$ cat config.mk
export PLATFORM = sky130hd
export DESIGN_NAME = dc_8to32
export DESIGN_NICKNAME = d
export VERILOG_FILES = /design/src/rtl/dc_8to32.sv
export SDC_FILE = /design/constraint.sdc
export NUM_CORES = 1
export LEC_CHECK = 0
export ABC_CLOCK_PERIOD_IN_PS = 5400
export CAP_MARGIN = 20
export CORE_UTILIZATION = 45
export DETAILED_ROUTE_END_ITERATION = 8
export PLACE_DENSITY = 0.64
export SETUP_SLACK_MARGIN = 0.2
export SLEW_MARGIN = 25
export SYNTH_ARGS = -nofsm -noshare
export SYNTH_HDL_FRONTEND = slang
export SYNTH_SLANG_ARGS = --single-unit
$ cat constraint.sdc
create_clock -name clk -period 5.4 [get_ports clk]
set_input_delay 0.54 -clock clk [delete_from_list [all_inputs] [get_ports clk]]
set_output_delay 0.54 -clock clk [all_outputs]
set_load 0.005 [all_outputs]
$ cat src/rtl/dc_8to32.sv
// rtl/dc_8to32.sv - byte-to-word packer with frame sideband, short-word padding and one-word hold buffer
module dc_8to32 #(
    parameter logic [7:0] PAD_BYTE = 8'h00,
    parameter int         WCNT_W   = 16
) (
    input  logic              clk,
    input  logic              rst_n,
    input  logic              s_vld_i,
    input  logic [7:0]        s_data_i,
    input  logic              s_sof,
    input  logic              s_eof,
    output logic              s_rdy_o,
    output logic              m_vld_o,
    output logic [31:0]       m_data_o,
    output logic              m_sof,
    output logic [2:0]        m_eof_sb,
    input  logic              m_rdy_i,
    output logic [WCNT_W-1:0] frame_words_o,
    output logic              sof_err_o
);

    typedef enum logic [1:0] {IDLE, FILL, HOLD} state_t;

    state_t             state, state_nxt;
    logic [31:0]        acc;
    logic [1:0]         byte_cnt;
    logic               acc_sof;
    logic [31:0]        hold_data;
    logic               hold_sof;
    logic [2:0]         hold_eof_sb;
    logic [WCNT_W-1:0]  wcnt;

    logic               take;
    logic               complete;
    logic               out_free;
    logic               word_acc;
    logic [1:0]         lane;
    logic [31:0]        word_nxt;
    logic               word_sof;
    logic [2:0]         eof_sb_nxt;

    assign s_rdy_o  = (state != HOLD);
    assign word_acc = m_vld_o && m_rdy_i;
    assign out_free = !m_vld_o || m_rdy_i;
    // In IDLE only a start-of-frame byte is kept; anything else is consumed and dropped.
    assign take       = s_vld_i && s_rdy_o && (state == FILL || s_sof);
    assign lane       = s_sof ? 2'd0 : byte_cnt;
    assign complete   = take && (lane == 2'd3 || s_eof);
    assign word_sof   = s_sof || acc_sof;
    assign eof_sb_nxt = s_eof ? {1'b1, lane} : 3'b000;

    // A fresh word starts from all-pad lanes so a short final word is already padded.
    always_comb begin
        word_nxt = s_sof ? {4{PAD_BYTE}} : acc;
        word_nxt[{lane, 3'b000} +: 8] = s_data_i;
    end

    always_ff @(posedge clk or negedge rst_n) begin
        if (!rst_n) state <= IDLE;
        else        state <= state_nxt;
    end

    always_comb begin
        state_nxt = state;
        case (state)
            IDLE, FILL: begin
                if (take) begin
                    if (!complete)     state_nxt = FILL;
                    else if (out_free) state_nxt = s_eof ? IDLE : FILL;
                    else               state_nxt = HOLD;
                end
            end
            HOLD: begin
                if (m_rdy_i) state_nxt = hold_eof_sb[2] ? IDLE : FILL;
            end
            default: state_nxt = IDLE;
        endcase
    end

    always_ff @(posedge clk or negedge rst_n) begin
        if (!rst_n) begin
            acc         <= {4{PAD_BYTE}};
            byte_cnt    <= 2'd0;
            acc_sof     <= 1'b0;
            hold_data   <= 32'd0;
            hold_sof    <= 1'b0;
            hold_eof_sb <= 3'b000;
            m_vld_o     <= 1'b0;
            m_data_o    <= 32'd0;
            m_sof       <= 1'b0;
            m_eof_sb    <= 3'b000;
            sof_err_o   <= 1'b0;
        end else begin
            if (take && state == FILL && s_sof && byte_cnt != 2'd0)
                sof_err_o <= 1'b1;

            if (take) begin
                if (complete) begin
                    acc      <= {4{PAD_BYTE}};
                    byte_cnt <= 2'd0;
                    acc_sof  <= 1'b0;
                    if (!out_free) begin
                        hold_data   <= word_nxt;
                        hold_sof    <= word_sof;
                        hold_eof_sb <= eof_sb_nxt;
                    end
                end else begin
                    acc      <= word_nxt;
                    byte_cnt <= lane + 2'd1;
                    acc_sof  <= word_sof;
                end
            end

            if (complete && out_free) begin
                m_vld_o  <= 1'b1;
                m_data_o <= word_nxt;
                m_sof    <= word_sof;
                m_eof_sb <= eof_sb_nxt;
            end else if (state == HOLD && m_rdy_i) begin
                m_vld_o  <= 1'b1;
                m_data_o <= hold_data;
                m_sof    <= hold_sof;
                m_eof_sb <= hold_eof_sb;
            end else if (word_acc) begin
                m_vld_o  <= 1'b0;
            end
        end
    end

    // wcnt holds the number of words of the current frame already handed downstream.
    always_ff @(posedge clk or negedge rst_n) begin
        if (!rst_n) begin
            wcnt          <= '0;
            frame_words_o <= '0;
        end else if (word_acc) begin
            wcnt <= m_sof ? WCNT_W'(1) : wcnt + WCNT_W'(1);
            if (m_eof_sb[2])
                frame_words_o <= m_sof ? WCNT_W'(1) : wcnt + WCNT_W'(1);
        end
    end

endmodule

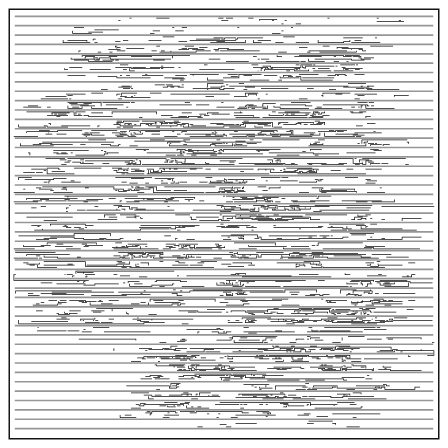
*Met1 routing*
Supply wires on this layer in gray.
wire length on this layer: 7120 µm
longest straight run: 39.6 µm
share of all routed wire: 48%
WL final: 15.0 mm
met1 GRT Util: 0.299
via count: 4894

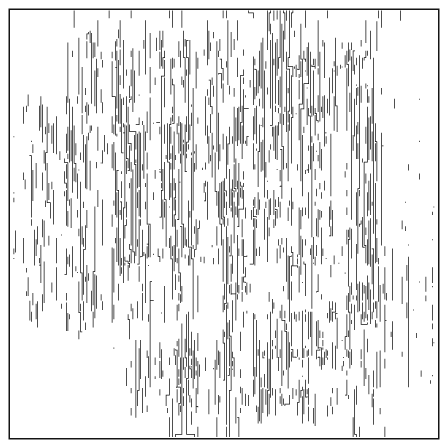
*Met2 routing*
longest straight run: 51.0 µm
share of all routed wire: 46%
nets with wire on the layer: 600
main direction: vertical
GR Util met2: 0.315

==> run notes <==
Flow results follow.

Of the total standard cell area in the layout, the multi-input combinational portion is 0.349. The non-clock buffer instance count of the final layout is ~74. The leakage dissipation is 3.68 nW.

The combinational cell fraction of total power is 0.179. The final-stage net count is 683. The cell at the root of the clock tree is sky130_fd_sc_hd__clkbuf_16. The switching part of the total is 0.277. The worst slack at placement is approximately 2.1 ns.

The area used by sequential logic in the layout is around 0.0036 mm². Summed over all instances, the cell type with the most area after synthesis is sky130_fd_sc_hd__dfrtp_1. The fraction of synthesis flops using an asynchronous set or reset pin is 1.00. The first detailed-routing pass ran for 7 iterations. Summed over all sequential cells, the power is approximately 0.0014 W. The kind of critical path is primary input to flop. Per the final report, max-transition violations number 0. Across every metal layer, demand over resource in global routing totals 0.208.

There are 143 flip-flops and latches. The max-slew headroom at the worst pin is 0.368. The most numerous logic cell after layout is sky130_fd_sc_hd__dfrtp_1. The analysis reports a worst IR drop on VDD of 311 µV. After synthesis, the chip area reported by Yosys is just under 0.007 mm². The startpoint of the worst register-to-register path is state[0]. The worst register-to-register path ends at m_data_o[23]. By area, the class that comes first in the final layout consists of sequential cells. The library cells used most frequently in the layout, excluding fill and tap cells, are sky130_fd_sc_hd__dfrtp_1, sky130_fd_sc_hd__mux2i_1, sky130_fd_sc_hd__nand2_1. Before any placement, the netlist area is recorded as about 0.0067 mm².

TritonCTS built the clock tree. The number of warnings reported in the stage logs is 27. The H-tree level count is 4. Synthesis produced a netlist with a net count of 630.

The DRC violation total left in the routed layout is recorded as 0. Routability-driven placement finished with a final weighted congestion of 0.828. For reference, the critical path cell chain is clkdlybuf4s50_1 -> nand2_2 -> a2bb2oi_4 -> buf_16 -> nor3_4 -> buf_4 -> mux2i_1. For reference, the critical path is captured by m_data_o[8]. The violation tally from detailed-route iteration zero is 456. The top cell family by delay on the critical path is buffers and inverters.

STA classifies the critical path endpoint as a flop. The portion of the clock cycle consumed by the worst path in the final layout is 0.500. The flop and latch count out of synthesis is around 140.

The post-detailed-route wirelength per cell is roughly 17 µm. The number of well-tap cells placed is about 180. The number of signal-net inverters in the final layout is 34. The number of antenna violations at the first check in global routing is 0. The smallest hold slack is 0.200 ns. In this run the worst path has a maximum fanout of 30. Fill cells in the final layout number ~1.3k.

The power report attributes to the clock group a share of 0.366. Walking the critical path from launch to capture passes 7 cell instances. The final non-filler cell area is 0.00808 mm². Synthesis produced 613 cells. The worst setup path is launched from a primary input. The number of buffers inserted by hold repair at cts is 0.

The overall die area is 0.0154 mm². The number of cells in the yosys synthesis report is 613. The script reports the combined buffer and inverter count of the critical path as 3. The proportion of layout cells with a drive suffix above 1 is 0.0841.

For this run, the script counts the antenna cells in the layout as 0. The residual antenna-violating net count after detailed routing is 0. Setup repair after global routing left no endpoint under its margin. According to the floorplan log, the row count is 44.

The pin count of the biggest net entering global routing is ~95. The worst hold path belongs to the class primary input to asynchronous set/reset pin. The multi-input combinational cell area is around 0.0028 mm². Of the total power, registers draw 0.455.

Including well taps, the total number of placed cells is a little over 800. The run finished with clean final reports. The critical path endpoint has a required time of 5.74 ns. The power density over cell area is approximately 390 mW/mm².

The core utilization before placement is 0.463. The synthesis report lists the Yosys warning total as 0. The skew report gives the latency at the later pin of the worst-skew pair as 0.42 ns.

The via count of the first global-routing pass is 4844. Clock-pin slew was measured on the worst setup and hold paths at about 0.060 ns. The arrival time of the worst setup path is approximately 3.0 ns.

The timing report gives the biggest stage delay along the critical path as 0.74 ns. The final report gives the core utilization as 0.556. Detailed placement reports a standard cell area of 0.00747 mm². The area fraction of the largest cell type after synthesis is 0.532. The average size of a mapped cell is 11.0 µm². Counting distinct cell types in the post-synthesis netlist gives between 50 and 60. In this run the post-CTS setup repair buffer count came out at 0. Once layout is complete, the cells apart from fillers number roughly 860.
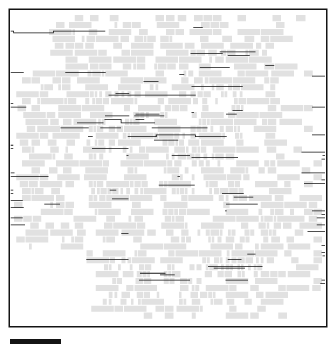
*Signal wires on met3*
Bar = 20 µm.
share of all routed wire: 4.4%
longest straight run: 34.0 µm
main direction: horizontal
nets with wire on the layer: 60
wire length on this layer: 652 µm
met3 track demand over resource: 0.0409

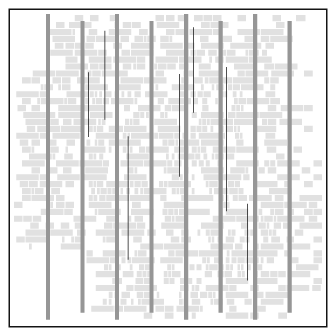
*The metal 4 layer*
Supply wires on this layer in gray.
wire length on this layer: 268 µm
longest straight run: 56.4 µm
main direction: vertical
share of all routed wire: 1.8%
nets with wire on the layer: 4

-- sequential cells by signal, summed over array words and instances, names as in the netlist, 2 cells and up --
| register | cells |
|---|---|
| acc | 32 |
| state | 2 |
| hold_data | 32 |
| hold_eof_sb | 3 |
| byte_cnt | 2 |
| m_data_o | 32 |
| m_eof_sb | 3 |
| wcnt | 16 |
| frame_words_o | 16 |
-- cell usage after synthesis (3+ instances only) --
cell,instances
sky130_fd_sc_hd__a21oi_1,7
sky130_fd_sc_hd__a221o_1,13
sky130_fd_sc_hd__a22o_1,21
sky130_fd_sc_hd__a22oi_1,22
sky130_fd_sc_hd__and2_1,3
sky130_fd_sc_hd__and3_1,16
sky130_fd_sc_hd__buf_2,13
sky130_fd_sc_hd__buf_4,6
sky130_fd_sc_hd__clkbuf_1,17
sky130_fd_sc_hd__dfrtp_1,143
sky130_fd_sc_hd__ha_1,3
sky130_fd_sc_hd__inv_1,34
sky130_fd_sc_hd__mux2_2,9
sky130_fd_sc_hd__mux2i_1,79
sky130_fd_sc_hd__nand2_1,70
sky130_fd_sc_hd__nand2b_1,4
sky130_fd_sc_hd__nand3_1,7
sky130_fd_sc_hd__nand4_1,7
sky130_fd_sc_hd__nor2_1,17
sky130_fd_sc_hd__nor2b_1,12
sky130_fd_sc_hd__nor3_1,6
sky130_fd_sc_hd__nor4_1,3
sky130_fd_sc_hd__o21ai_0,47
sky130_fd_sc_hd__o22ai_1,3
sky130_fd_sc_hd__o31ai_1,5
sky130_fd_sc_hd__xnor2_1,8
sky130_fd_sc_hd__xor2_1,4
-- cell families after synthesis --
logic type,Yosys count,share of synthesized area
mux,89,0.134
buf+inv,74,0.0497
flops,143,0.532
simple gates,159,0.121
compound gates,133,0.142
xor+xnor,12,0.0156
fa+ha+maj,3,0.00558
Power is estimated from default activity; no workload was simulated.
